Figure 1. Routing congestion map.
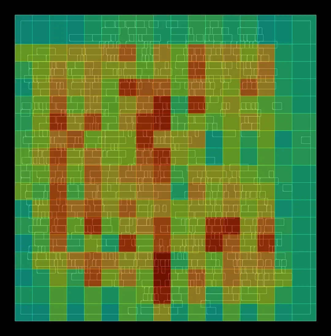
Figure 2. Port wiring.
Bar = 20 um.
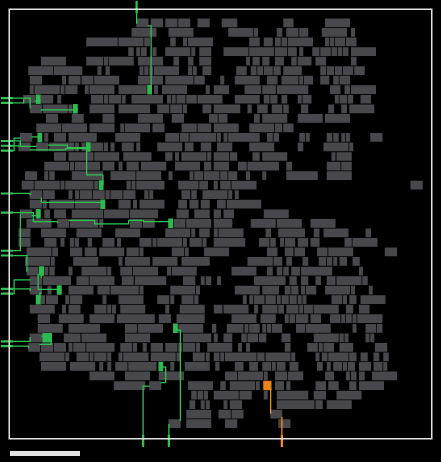
Figure 3. PDN straps and rails.
Bar = 20 um. Pins as bars on the die edge.
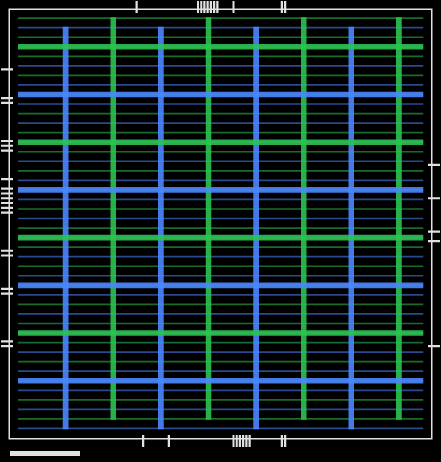
Figure 4. Placement by cell class.
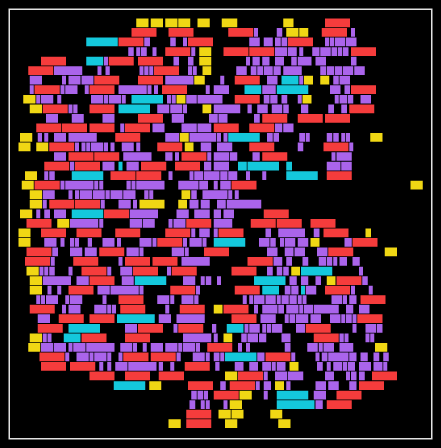
File: config.mk
export PLATFORM = sky130hd
export DESIGN_NAME = rx_packet_scheduler
export DESIGN_NICKNAME = d
export VERILOG_FILES = /design/src/rtl/rx_pkg.sv /design/src/rtl/rx_packet_scheduler_fifo.sv /design/src/rtl/rx_packet_scheduler.sv
export SDC_FILE = /design/constraint.sdc
export NUM_CORES = 1
export LEC_CHECK = 0
export CAP_MARGIN = 5
export CELL_PAD_IN_SITES_DETAIL_PLACEMENT = 0
export CELL_PAD_IN_SITES_GLOBAL_PLACEMENT = 1
export CORE_AREA = 2 2 118 120
export CTS_CLUSTER_SIZE = 14
export DETAILED_ROUTE_END_ITERATION = 10
export DIE_AREA = 0 0 120 122
export PLACE_DENSITY = 0.9
export SYNTH_ARGS = -nofsm -noshare
export SYNTH_HDL_FRONTEND = slang
export SYNTH_HIERARCHICAL = 1
export SYNTH_SLANG_ARGS = --single-unit
File: constraint.sdc
create_clock -name clk -period 2.55 [get_ports clk]
set_input_delay 0.255 -clock clk [delete_from_list [all_inputs] [get_ports clk]]
set_output_delay 0.255 -clock clk [all_outputs]
set_load 0.02 [all_outputs]
File: src/rtl/rx_pkg.sv
// Shared types and default constants for the receive-side packet scheduler.
//   PACKET_WIDTH   : packet length in bytes (payload is PACKET_WIDTH*8 bits)
//   packet_t       : one packet payload
//   sched_state_t  : scheduler FSM states
//   *_DEF          : default queue depth and timer limits
package rx_pkg;

    localparam int PACKET_WIDTH     = 2;
    localparam int QUEUE_DEPTH_DEF  = 4;
    localparam int UART_TIMEOUT_DEF = 2000000;
    localparam int IDLE_FLUSH_DEF   = 100000;

    typedef logic [PACKET_WIDTH*8-1:0] packet_t;

    typedef enum logic [2:0] {
        IDLE,
        LOAD,
        SEND,
        WAIT,
        GAP
    } sched_state_t;

endpackage

File: src/rtl/rx_packet_scheduler_fifo.sv
// packet_fifo: circular FIFO with show-ahead read data.
//   clk, rst : clock, synchronous active-high reset
//   wr_en    : write request; accepted when not full, or when full and a read
//              happens in the same cycle (the read frees the slot)
//   rd_en    : pop request; ignored when empty
//   din/dout : write data / head of queue
//   full, empty, level : occupancy status
module packet_fifo #(
    parameter int WIDTH = 16,
    parameter int DEPTH = 4
) (
    input  logic                     clk,
    input  logic                     rst,
    input  logic                     wr_en,
    input  logic                     rd_en,
    input  logic [WIDTH-1:0]         din,
    output logic [WIDTH-1:0]         dout,
    output logic                     full,
    output logic                     empty,
    output logic [$clog2(DEPTH):0]   level
);

    localparam int AW = $clog2(DEPTH);

    logic [WIDTH-1:0] mem_q [DEPTH];
    logic [WIDTH-1:0] mem_d [DEPTH];
    logic [AW:0]      wr_ptr_q, wr_ptr_d;
    logic [AW:0]      rd_ptr_q, rd_ptr_d;
    logic             rd_fire;
    logic             wr_fire;

    // Pointers carry one extra wrap bit so full and empty are distinguishable.
    assign empty   = (wr_ptr_q == rd_ptr_q);
    assign full    = (wr_ptr_q[AW] != rd_ptr_q[AW]) &&
                     (wr_ptr_q[AW-1:0] == rd_ptr_q[AW-1:0]);
    assign level   = wr_ptr_q - rd_ptr_q;
    assign dout    = mem_q[rd_ptr_q[AW-1:0]];
    assign rd_fire = rd_en && !empty;
    assign wr_fire = wr_en && (!full || rd_fire);

    always_comb begin
        mem_d    = mem_q;
        wr_ptr_d = wr_ptr_q;
        rd_ptr_d = rd_ptr_q;
        if (wr_fire) begin
            mem_d[wr_ptr_q[AW-1:0]] = din;
            wr_ptr_d = wr_ptr_q + (AW+1)'(1);
        end
        if (rd_fire) begin
            rd_ptr_d = rd_ptr_q + (AW+1)'(1);
        end
    end

    always_ff @(posedge clk) begin
        if (rst) begin
            wr_ptr_q <= '0;
            rd_ptr_q <= '0;
            for (int i = 0; i < DEPTH; i++) begin
                mem_q[i] <= '0;
            end
        end else begin
            wr_ptr_q <= wr_ptr_d;
            rd_ptr_q <= rd_ptr_d;
            mem_q    <= mem_d;
        end
    end

endmodule

File: src/rtl/rx_packet_scheduler.sv
// rx_packet_scheduler: queues completed demodulated packets and hands them to
// the UART encoder one at a time with a start/done handshake; also pulses a
// flush of the demodulator buffer when write activity stalls.
//   clk, rst              : clock, synchronous active-high reset
//   pkt_valid, pkt_data   : completed packet from the buffer
//   demod_write           : demodulator bit-write strobe (stall detection)
//   uart_start/uart_packet: send request and the packet being sent
//   uart_done             : encoder finished the frame
//   buffer_flush          : one-cycle flush of a stalled partial packet
//   busy, overflow, timeout_err, queue_level : status
//
// state | meaning
// IDLE  | waiting for a queued packet
// LOAD  | pop queue head into the uart_packet register
// SEND  | one-cycle uart_start, arm the send timer
// WAIT  | waiting for uart_done or send timeout
// GAP   | one guaranteed idle cycle between frames
module rx_packet_scheduler #(
    parameter int PACKET_WIDTH = rx_pkg::PACKET_WIDTH,
    parameter int QUEUE_DEPTH  = rx_pkg::QUEUE_DEPTH_DEF,
    parameter int UART_TIMEOUT = rx_pkg::UART_TIMEOUT_DEF,
    parameter int IDLE_FLUSH   = rx_pkg::IDLE_FLUSH_DEF
) (
    input  logic                             clk,
    input  logic                             rst,
    input  logic                             pkt_valid,
    input  logic [PACKET_WIDTH*8-1:0]        pkt_data,
    input  logic                             demod_write,
    output logic                             uart_start,
    output logic [PACKET_WIDTH*8-1:0]        uart_packet,
    input  logic                             uart_done,
    output logic                             buffer_flush,
    output logic                             busy,
    output logic                             overflow,
    output logic                             timeout_err,
    output logic [$clog2(QUEUE_DEPTH):0]     queue_level
);

    import rx_pkg::*;

    localparam int PW = PACKET_WIDTH*8;
    localparam int TW = $clog2(UART_TIMEOUT);
    localparam int FW = $clog2(IDLE_FLUSH);
    // Send timer terminal count lands UART_TIMEOUT cycles after uart_start.
    localparam logic [TW-1:0] TO_LOAD = TW'(UART_TIMEOUT-2);
    // Flush timer terminal count lands IDLE_FLUSH cycles after the last write.
    localparam logic [FW-1:0] FL_LOAD = FW'(IDLE_FLUSH-1);

    sched_state_t  state_q, state_d;
    logic [PW-1:0] pkt_q, pkt_d;
    logic [TW-1:0] to_cnt_q, to_cnt_d;
    logic [FW-1:0] fl_cnt_q, fl_cnt_d;
    logic          fl_armed_q, fl_armed_d;
    logic          overflow_q, overflow_d;
    logic          timeout_err_q, timeout_err_d;

    logic          pop;
    logic [PW-1:0] fifo_dout;
    logic          fifo_full;
    logic          fifo_empty;

    packet_fifo #(
        .WIDTH (PW),
        .DEPTH (QUEUE_DEPTH)
    ) u_fifo (
        .clk   (clk),
        .rst   (rst),
        .wr_en (pkt_valid),
        .rd_en (pop),
        .din   (pkt_data),
        .dout  (fifo_dout),
        .full  (fifo_full),
        .empty (fifo_empty),
        .level (queue_level)
    );

    assign busy        = (state_q != IDLE);
    assign uart_packet = pkt_q;
    assign overflow    = overflow_q;
    assign timeout_err = timeout_err_q;

    always_comb begin
        state_d       = state_q;
        pkt_d         = pkt_q;
        to_cnt_d      = to_cnt_q;
        timeout_err_d = timeout_err_q;
        uart_start    = 1'b0;
        pop           = 1'b0;

        case (state_q)
            IDLE: begin
                if (!fifo_empty) state_d = LOAD;
            end
            LOAD: begin
                pop     = 1'b1;
                pkt_d   = fifo_dout;
                state_d = SEND;
            end
            SEND: begin
                uart_start = 1'b1;
                to_cnt_d   = TO_LOAD;
                state_d    = WAIT;
            end
            WAIT: begin
                if (uart_done) begin
                    state_d = GAP;
                end else if (to_cnt_q == '0) begin
                    // Abandon the frame; the packet is not retried.
                    timeout_err_d = 1'b1;
                    state_d       = GAP;
                end else begin
                    to_cnt_d = to_cnt_q - TW'(1);
                end
            end
            GAP: begin
                state_d = IDLE;
            end
            default: begin
                state_d = IDLE;
            end
        endcase

        // A pop in the same cycle frees the slot, so only a full queue
        // without a concurrent pop drops the packet.
        overflow_d = overflow_q | (pkt_valid && fifo_full && !pop);
    end

    // Stall flush: only a demod write arms it, so an idle line after the
    // flush (or after reset) never produces a second pulse.
    always_comb begin
        fl_cnt_d     = fl_cnt_q;
        fl_armed_d   = fl_armed_q;
        buffer_flush = 1'b0;
        if (demod_write) begin
            fl_cnt_d   = FL_LOAD;
            fl_armed_d = 1'b1;
        end else if (pkt_valid) begin
            fl_cnt_d = FL_LOAD;
        end else if (fl_armed_q) begin
            if (fl_cnt_q == '0) begin
                buffer_flush = 1'b1;
                fl_armed_d   = 1'b0;
            end else begin
                fl_cnt_d = fl_cnt_q - FW'(1);
            end
        end
    end

    always_ff @(posedge clk) begin
        if (rst) begin
            state_q       <= IDLE;
            pkt_q         <= '0;
            to_cnt_q      <= '0;
            fl_cnt_q      <= '0;
            fl_armed_q    <= 1'b0;
            overflow_q    <= 1'b0;
            timeout_err_q <= 1'b0;
        end else begin
            state_q       <= state_d;
            pkt_q         <= pkt_d;
            to_cnt_q      <= to_cnt_d;
            fl_cnt_q      <= fl_cnt_d;
            fl_armed_q    <= fl_armed_d;
            overflow_q    <= overflow_d;
            timeout_err_q <= timeout_err_d;
        end
    end

endmodule

==> impl_summary.log <==
[metrics] run summary
INFO  metric worstHoldStart = rst
INFO  metric grt_setup_unrepaired = false
INFO  metric final_tally_of_hold_violations = 0
INFO  metric number_of_warnings_reported_in_the_yosys_synthesis_log = 6
INFO  metric synthTopCellsByCount = 130 x sky130_fd_sc_hd__dfxtp_1, 124 x sky130_fd_sc_hd__nand2_1, 65 x sky130_fd_sc_hd__mux2i_1
INFO  metric antenna_found_initial = 0
INFO  metric cts_hold_buffers = 0
INFO  metric cp_max_fo = 5
INFO  metric highest-signal-layer = met4
INFO  metric synth-edff-count = 0
INFO  metric critical_path.max_stage_delay = 0.59 ns
INFO  metric clock_path_buffers = 2
INFO  metric layout.cells.most_common = sky130_fd_sc_hd__dfxtp_1
INFO  metric hold-path-endpoint = state_q[0]
INFO  metric wl_per_cell = 15.3 um
INFO  metric top_register = u_fifo/mem_q
INFO  metric crit-reg2reg-capture = to_cnt_q[20]
INFO  metric die_area = 0.0146 mm2
INFO  metric critPathCaptureType = output port
INFO  metric dpl.hpwl = 8.93 mm
INFO  metric power.density_cell_area = 990 mW/mm2
INFO  metric number_of_global_route_vias_before_repair = 4682
INFO  metric ys_dominant_reg_cell = sky130_fd_sc_hd__dfxtp_1
INFO  metric post_cts_buffers = 0
INFO  metric source_of_the_critical_timing_path = fl_cnt_q[12]
INFO  metric dp_worst_setup_slack = 0.320 ns
INFO  metric power_leader = sequential cells
INFO  metric cells_after_synthesis = 630
INFO  metric combinationalPowerShare = 32.7%
INFO  metric maxCapViolations = 0
INFO  metric total_power = 7190 uW
INFO  metric num-nets-final = 707
INFO  metric cp_num_cells = 4
INFO  metric routabilityCongestion = roughly 0.86
INFO  metric clock_latency = 0.41 ns
INFO  metric status = finished clean
INFO  metric vias = 4655
INFO  metric top_cell = sky130_fd_sc_hd__dfxtp_1
INFO  metric cts_root_buf = sky130_fd_sc_hd__clkbuf_16
INFO  metric placedInstanceArea = ~0.0067 mm2
INFO  metric ys_cells = about 630
INFO  metric grt-ovfl-total = 0
INFO  metric final.min_clock_period = 2.29 ns
INFO  metric largest_reg_flops = 64
INFO  metric cpLargestDelayFamily = simple AND/OR/NAND/NOR gates
INFO  metric cts.reportedPaths.clkPinSlew = 0.05 ns
INFO  metric placed_cells_incl_taps = 836
INFO  metric numClockSinks = 130
INFO  metric mostFrequentLayoutCells = 130 x sky130_fd_sc_hd__dfxtp_1, 124 x sky130_fd_sc_hd__nand2_1, 65 x sky130_fd_sc_hd__mux2i_1
INFO  metric worstHoldPathType = input port to register
INFO  metric post_cts.resized_instances = 3
INFO  metric area_leaders = sky130_fd_sc_hd__dfxtp_1 43%, sky130_fd_sc_hd__mux2i_1 11%, sky130_fd_sc_hd__nand2_1 7.7%
INFO  metric fin_tns_setup = 0 ns
INFO  metric synth.distinct_cells = 66
INFO  metric async_reset_ff_share = 0%
INFO  metric post_layout_cell_count = 865
INFO  metric slew-limit-headroom = approximately 50%
INFO  metric ys_seq_elements = roughly 130
INFO  metric stage_log_warnings = 31
INFO  metric use_met1 = 22.8%
INFO  metric syn_avg_cell_area = about 9.6 um2
INFO  metric antenna_cells = 0
INFO  metric drt.antenna.violating_nets = 0
INFO  metric critical_path_data_arrival_time = a little over 2 ns
INFO  metric internal_power = 4730 uW
INFO  metric combinationalPower = 2350 uW
INFO  metric p_clk = 2400 uW
INFO  metric drt-pass1-iter-count = 5
INFO  metric worstSetupPathType = register to output port
INFO  metric syn-cell-area = 0.00605 mm2
INFO  metric ff2ff_path_depth = 7
INFO  metric grt_first_pass_wirelength = 22.1 mm
INFO  metric pwr-share-clk = about a third
INFO  metric reg.largest.list = u_fifo/mem_q x64, to_cnt_q x21, fl_cnt_q x17
INFO  metric cts_htree_levels = 4
INFO  metric cts_tree = done
INFO  metric cp_data_required_time = 2.30 ns
INFO  metric part_of_the_power_in_registers = approximately a third
INFO  metric report.final.setup_viol = 0
INFO  metric path_buffers = 1
INFO  metric yosysTopAreaCell = sky130_fd_sc_hd__dfxtp_1
INFO  metric report.final.slew_viol_count = 0
INFO  metric drive_gt1_share = 12.7%
INFO  metric fin_worst_skew = 0.00916 ns
INFO  metric critical_path.slowest_cell = sky130_fd_sc_hd__or4_1
INFO  metric startpoint_type = register
INFO  metric core_util_floorplan = between 40% and 50%
Notes on Figure 1 above:
total routing usage reported by global routing: 19.3%
met2 global-route usage: 32.7%
most heavily used metal layer in global routing: met2
met3 usage: 4.82%

Notes on Figure 2 above:
Key: orange = busy [bits 1, direction output, edge bottom, end cells 1, buffers 1, wire 12.8 um]; green = pkt_data [bits 16, direction input, edge 13 left, 2 bottom, 1 top, end cells 16, buffers 16, wire 313 um]
top-level I/O count: 45
Port Buf Inserts: 44

Notes on Figure 3 above:
Key: blue = VSS; green = VDD
45 signal pins sit on the boundary. 44 met1 rails follow the rows. The core has 43 rows.
floorplan core area: 0.0135 mm2
die span in x: 120 um
largest vdd supply drop: 0.488 mV

Notes on Figure 4 above:
Key: red = registers [cells 130]; cyan = clock drivers and dummy loads [cells 29]; purple = remaining logic cells [cells 463]; yellow = remaining buffers and delay cells [cells 63]
FP Rows: 43
fraction of area in registers: 35.8%
final core area utilization: 53.8%
total non-filler cell area in the finished layout: 0.00727 mm2

-- cell type report --
cell class | instances | area, um2 | share of cell area, %
flip-flops and latches | 130 | 2600 | 35.8
multi-input cells | 448 | 3200 | 44.1
clock inverters | 4 | 72.6 | 0.999
inverters | 15 | 56.3 | 0.775
clock buffers | 25 | 515 | 7.09
well taps | 180 | 225 | 3.10
repair buffers | 63 | 591 | 8.13
-- kinds of logic after synthesis --
logic type | count (synthesis) | share of synthesized area (%)
xor gates and xnor gates | 28 | 4.36
and+or+nand+nor | 242 | 19.5
buffers and inverters | 52 | 4.07
adders and majority gates | 11 | 2.40
DFF | 130 | 43.0
muxes | 85 | 17.5
AOI/OAI and AO/OA | 82 | 9.14
Power figures rest on the tool's default switching activity, not on a simulated workload.
